Fig. 1: signal metal coverage by tile
Scale: 4 px per µm. The die is cut into 18 by 18 equal tiles; dark blue is low, red is high, scaled to the fullest tile. Values are wire area over tile area, all layers added.
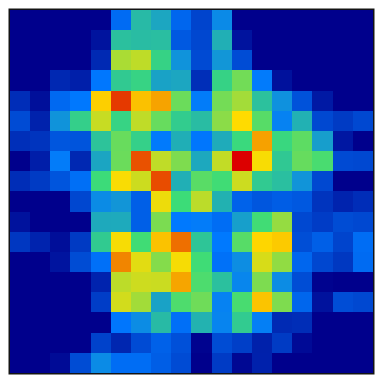
Fig. 2: placed standard cells
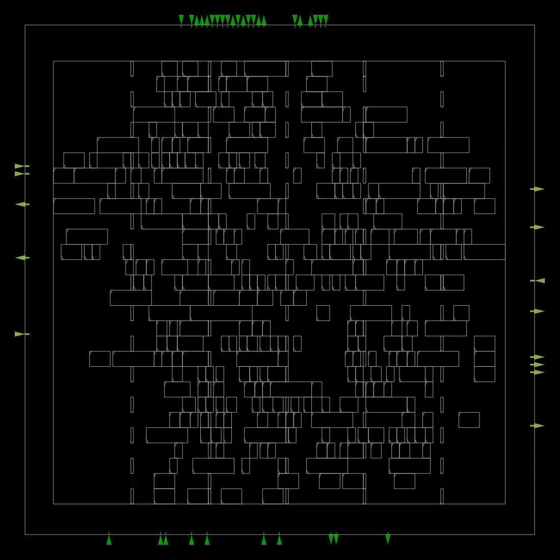
===== config.mk =====
export PLATFORM = sky130hd
export DESIGN_NAME = usb_tx_sched
export DESIGN_NICKNAME = d
export VERILOG_FILES = /design/src/rtl/usb_tx_sched.sv
export SDC_FILE = /design/constraint.sdc
export NUM_CORES = 1
export LEC_CHECK = 0
export ABC_AREA = 1
export CAP_MARGIN = 20
export CORE_MARGIN = 5
export CORE_UTILIZATION = 30
export CTS_CLUSTER_SIZE = 28
export DETAILED_ROUTE_END_ITERATION = 7
export GPL_ROUTABILITY_DRIVEN = 0
export PLACE_DENSITY = 0.53
export SYNTH_ARGS = -nofsm -noshare
export SYNTH_HDL_FRONTEND = slang
export SYNTH_SLANG_ARGS = --single-unit

===== constraint.sdc =====
create_clock -name clk_48 -period 2.5 [get_ports clk_48]
set_input_delay 0.25 -clock clk_48 [delete_from_list [all_inputs] [get_ports clk_48]]
set_output_delay 0.25 -clock clk_48 [all_outputs]
set_load 0.05 [all_outputs]

===== src/rtl/usb_tx_sched.sv =====
// usb_tx_sched: arbitrates handshake and data packets onto the usb_tx byte interface with an enforced inter-packet gap
module usb_tx_sched #(
  parameter int MAX_LEN  = 64,
  parameter int LEN_W    = 7,
  parameter int GAP_CLKS = 16
) (
  input  logic             clk_48,
  input  logic             rst,
  input  logic             hs_req,
  input  logic [1:0]       hs_pid,
  input  logic             dat_req,
  input  logic             dat_toggle,
  input  logic [LEN_W-1:0] dat_len,
  output logic [LEN_W-1:0] buf_addr,
  input  logic [7:0]       buf_data,
  output logic             hs_done,
  output logic             dat_done,
  output logic             busy,
  output logic             transmit,
  output logic [7:0]       data,
  output logic             update_crc16,
  output logic             send_crc16,
  input  logic             data_strobe,
  input  logic             tx_en
);
  localparam int GAP_W = $clog2(GAP_CLKS + 1);
  typedef enum logic [1:0] {S_IDLE, S_PID, S_PAYLOAD, S_END} state_e;
  state_e           state_q;
  logic             is_hs_q, transmit_q, send_crc_q, busy_q, hs_done_q, dat_done_q;
  logic [7:0]       pid_q, pid_d;
  logic [LEN_W-1:0] cnt_q, buf_addr_q, len_d;
  logic [GAP_W-1:0] gap_q;
  // PID byte for the class that would win a grant now, and the clamped payload length
  always_comb begin
    pid_d = hs_req ? (hs_pid == 2'd0 ? 8'hD2 : hs_pid == 2'd1 ? 8'h5A : 8'h1E)
                   : (dat_toggle ? 8'h4B : 8'hC3);
    len_d = dat_len > LEN_W'(MAX_LEN) ? LEN_W'(MAX_LEN) : dat_len;
  end
  // Packet sequencer: grant, PID, payload bytes, then wait for the serializer to finish CRC and EOP
  always_ff @(posedge clk_48) begin
    if (rst) begin
      state_q    <= S_IDLE;
      is_hs_q    <= 1'b0;
      pid_q      <= 8'h00;
      cnt_q      <= '0;
      buf_addr_q <= '0;
      gap_q      <= '0;
      transmit_q <= 1'b0;
      send_crc_q <= 1'b0;
      busy_q     <= 1'b0;
      hs_done_q  <= 1'b0;
      dat_done_q <= 1'b0;
    end else begin
      hs_done_q  <= 1'b0;
      dat_done_q <= 1'b0;
      case (state_q)
        S_IDLE:
          if (gap_q != '0) gap_q <= gap_q - 1'b1;
          else if (!tx_en && (hs_req || dat_req)) begin
            is_hs_q    <= hs_req;
            pid_q      <= pid_d;
            cnt_q      <= hs_req ? '0 : len_d;
            buf_addr_q <= '0;
            busy_q     <= 1'b1;
            transmit_q <= 1'b1;
            send_crc_q <= !hs_req;
            state_q    <= S_PID;
          end
        S_PID:
          if (data_strobe) begin
            if (is_hs_q || cnt_q == '0) begin
              transmit_q <= 1'b0;
              state_q    <= S_END;
            end else state_q <= S_PAYLOAD;
          end
        S_PAYLOAD:
          if (data_strobe) begin
            cnt_q      <= cnt_q - 1'b1;
            buf_addr_q <= buf_addr_q + 1'b1;
            if (cnt_q == LEN_W'(1)) begin
              transmit_q <= 1'b0;
              state_q    <= S_END;
            end
          end
        S_END:
          if (!tx_en) begin
            hs_done_q  <= is_hs_q;
            dat_done_q <= !is_hs_q;
            busy_q     <= 1'b0;
            send_crc_q <= 1'b0;
            gap_q      <= GAP_W'(GAP_CLKS);
            state_q    <= S_IDLE;
          end
        default: state_q <= S_IDLE;
      endcase
    end
  end
  assign data         = state_q == S_PID ? pid_q : state_q == S_PAYLOAD ? buf_data : 8'h00;
  assign update_crc16 = state_q == S_PAYLOAD;
  assign send_crc16   = send_crc_q;
  assign transmit     = transmit_q;
  assign busy         = busy_q;
  assign hs_done      = hs_done_q;
  assign dat_done     = dat_done_q;
  assign buf_addr     = buf_addr_q;
endmodule


==> qor.log <==
INFO  outcome        status=completed
INFO  setup_path     r2r_setup_slack=580ps
INFO  floorplanning  ioPinCount=45
INFO  yosys          mux_area_frac=0
INFO  yosys          synthDistinctLibCells=29
INFO  final_layout   flop_area=661µm²
INFO  min_path       min_path_type=flip-flop to flip-flop
INFO  setup_path     cp_max_fo=11
INFO  global_route   global_route.overflow_total=0
INFO  clock_network  cts.path.max_buffers=2
INFO  final_layout   clockNetworkAreaShare=0.0450
INFO  placement      detailedPlacementHpwl=3.85mm
INFO  sta            rsz0062_at_grt=false
INFO  min_path       min_from=pid_q[4]$_SDFFE_PP0P_
INFO  sta            fmax=466MHz
INFO  power_and_ir_drop p_switching=1.14mW
INFO  yosys          yosys-stat-area=0.00196mm²
INFO  global_route   globalRouteMet2Util=0.193
INFO  final_layout   combAreaFraction=0.434
INFO  final_layout   mi_logic_area=0.00112mm²
INFO  power_and_ir_drop power.share.combinational=0.507
INFO  clock_network  cts_post_setup_buffers_inserted=0
INFO  floorplanning  die_w=90.8µm
INFO  sta            worst_slew_margin_rel=0.665
INFO  yosys          syn_area_per_cell=6.59µm²
INFO  final_layout   signal_buffer_area_fraction=0.182
INFO  global_route   grt_pass1_vias=1812
INFO  setup_path     arrival_time_at_the_worst_endpoint=1900ps
INFO  power_and_ir_drop totalPowerFinal=2.56mW
INFO  yosys          yosys.area_share.aoi=0.161
INFO  setup_path     cp-start-kind=flip-flop
INFO  final_layout   fraction_of_layout_instances_using_a_drive_strength_above_1=0.0848
INFO  yosys          synth.yosys.warnings=0
INFO  clock_network  cts_inserted_buffers=5
INFO  clock_network  cts-resized-gates=0
INFO  final_layout   final_util=0.407
INFO  yosys          synth-async-reset-ratio=0
INFO  final_layout   net_count_reported_at_finish=376
INFO  yosys          synth_area=0.00196mm²
INFO  min_path       whs_path_depth=1
INFO  yosys          enable_flop_cells=0
INFO  setup_path     crit_required=2250ps
INFO  yosys          synth_net_count=332
INFO  sta            finalSetupTns=0ps
INFO  yosys          synth_stat.cells=297
INFO  power_and_ir_drop powerComb=1.30mW
INFO  clock_network  numClockSinks=33
INFO  yosys          synth-adder-area-share=0.0703
INFO  sta            clock_skew=9.06ps
INFO  yosys          ys_sh_simple=0.324
INFO  power_and_ir_drop pwr_density_cell=990mW/mm²
INFO  yosys          yosysSeqAreaShare=0.338
INFO  routing        avgViaCountPerCell=4.64
INFO  clock_network  ctsRootBufferMaster=sky130_fd_sc_hd__clkbuf_8
INFO  routing        dr.first_iter.drc_count=80
INFO  final_layout   num-nonclk-buffers=46
INFO  yosys          syn_inst=297
INFO  yosys          primary_flip_flop_cell_chosen_by_synthesis_mapping=sky130_fd_sc_hd__dfxtp_1
INFO  final_layout   layout.cells.largest_class=logic gates
INFO  power_and_ir_drop power.switching_fraction=0.446
INFO  power_and_ir_drop power.sequential.fraction=0.287
INFO  routing        number_of_detailed_routing_iterations_run_before_antenna_repair=4
INFO  floorplanning  initial_utilization=0.308
INFO  setup_path     critical_path.startpoint=state_q[1]$_SDFFE_PP0P_
INFO  setup_path     r2r_cells=7
INFO  power_and_ir_drop p_int=1.42mW
INFO  routing        wirelength_met1=2.48mm
INFO  job            stage_log_warnings=33
INFO  power_and_ir_drop power.leakage=1.12nW
INFO  clock_network  htreeDepth=2
INFO  sta            period_minus_slack=2150ps
INFO  job            timing.max_cap.violations=0
INFO  global_route   initial_antenna_violation_count=0
INFO  power_and_ir_drop pg_clk=0.527mW
INFO  yosys          ys_top_cells_by_area=sky130_fd_sc_hd__dfxtp_1, sky130_fd_sc_hd__nand2_1, sky130_fd_sc_hd__nor2_1
INFO  final_layout   n_multi_input_combinational_cell=223
INFO  floorplanning  die_area=0.00824mm²
INFO  routing        route.detailed.drc=0
INFO  placement      cell_area_after_placement=0.00247mm²
INFO  clock_network  cts_tree=yes
INFO  sta            final_max_slew_viol_count=0
INFO  power_and_ir_drop share_clk_of_total_power=0.206
INFO  setup_path     critPathCaptureType=output pin
INFO  final_layout   number_of_signal_net_inverters_in_the_final_layout=32
INFO  routing        routed_wire_length_per_instance=12.3µm
INFO  floorplanning  well_tap_count=77
INFO  routing        drt-total-wl=5.14mm
INFO  power_and_ir_drop sequentialPower=0.735mW
INFO  yosys          xor_share=0.0179
INFO  routing        top_layer_used=met4
INFO  clock_network  cts_hold_buf=0
INFO  final_layout   clockBufferCount=7
Back to the opening pictures, Fig. 1:
emptiest ninth of the die: north-east
fullest tile: 0.38
mean over tiles: 0.098
densest ninth of the die: centre
nearly empty tiles: 27%

Back to the opening pictures, Fig. 2:
area of the core: 0.00635 mm²
post-route non-filler standard cell count: 419
sequential fraction of total cell area: 0.256

state kept, by name, summed over array words and instances (netlist names):
signal / count
buf_addr: 7
dat_done: 1
transmit: 1
cnt_q: 7
state_q: 2
hs_done: 1
send_crc16: 1
busy: 1
pid_q: 7
gap_q: 5
logic make-up (layout without fill, tap and decap cells):
family | Yosys count | count (layout)
AND-OR/OR-AND | 57 | 57
adder cells (fa/ha/maj) | 11 | 11
AND/OR/NAND/NOR | 151 | 151
XOR/XNOR | 4 | 4
buffers and inverters | 41 | 86
flip-flops | 33 | 33
critical path: stages (launching register included):
cell                      delay [ps]
sky130_fd_sc_hd__dfxtp_1         350
sky130_fd_sc_hd__inv_1           130
sky130_fd_sc_hd__ha_1            360
sky130_fd_sc_hd__inv_1           240
sky130_fd_sc_hd__o21ai_0         360
sky130_fd_sc_hd__buf_12          190
Power and IR drop assume default switching activity.
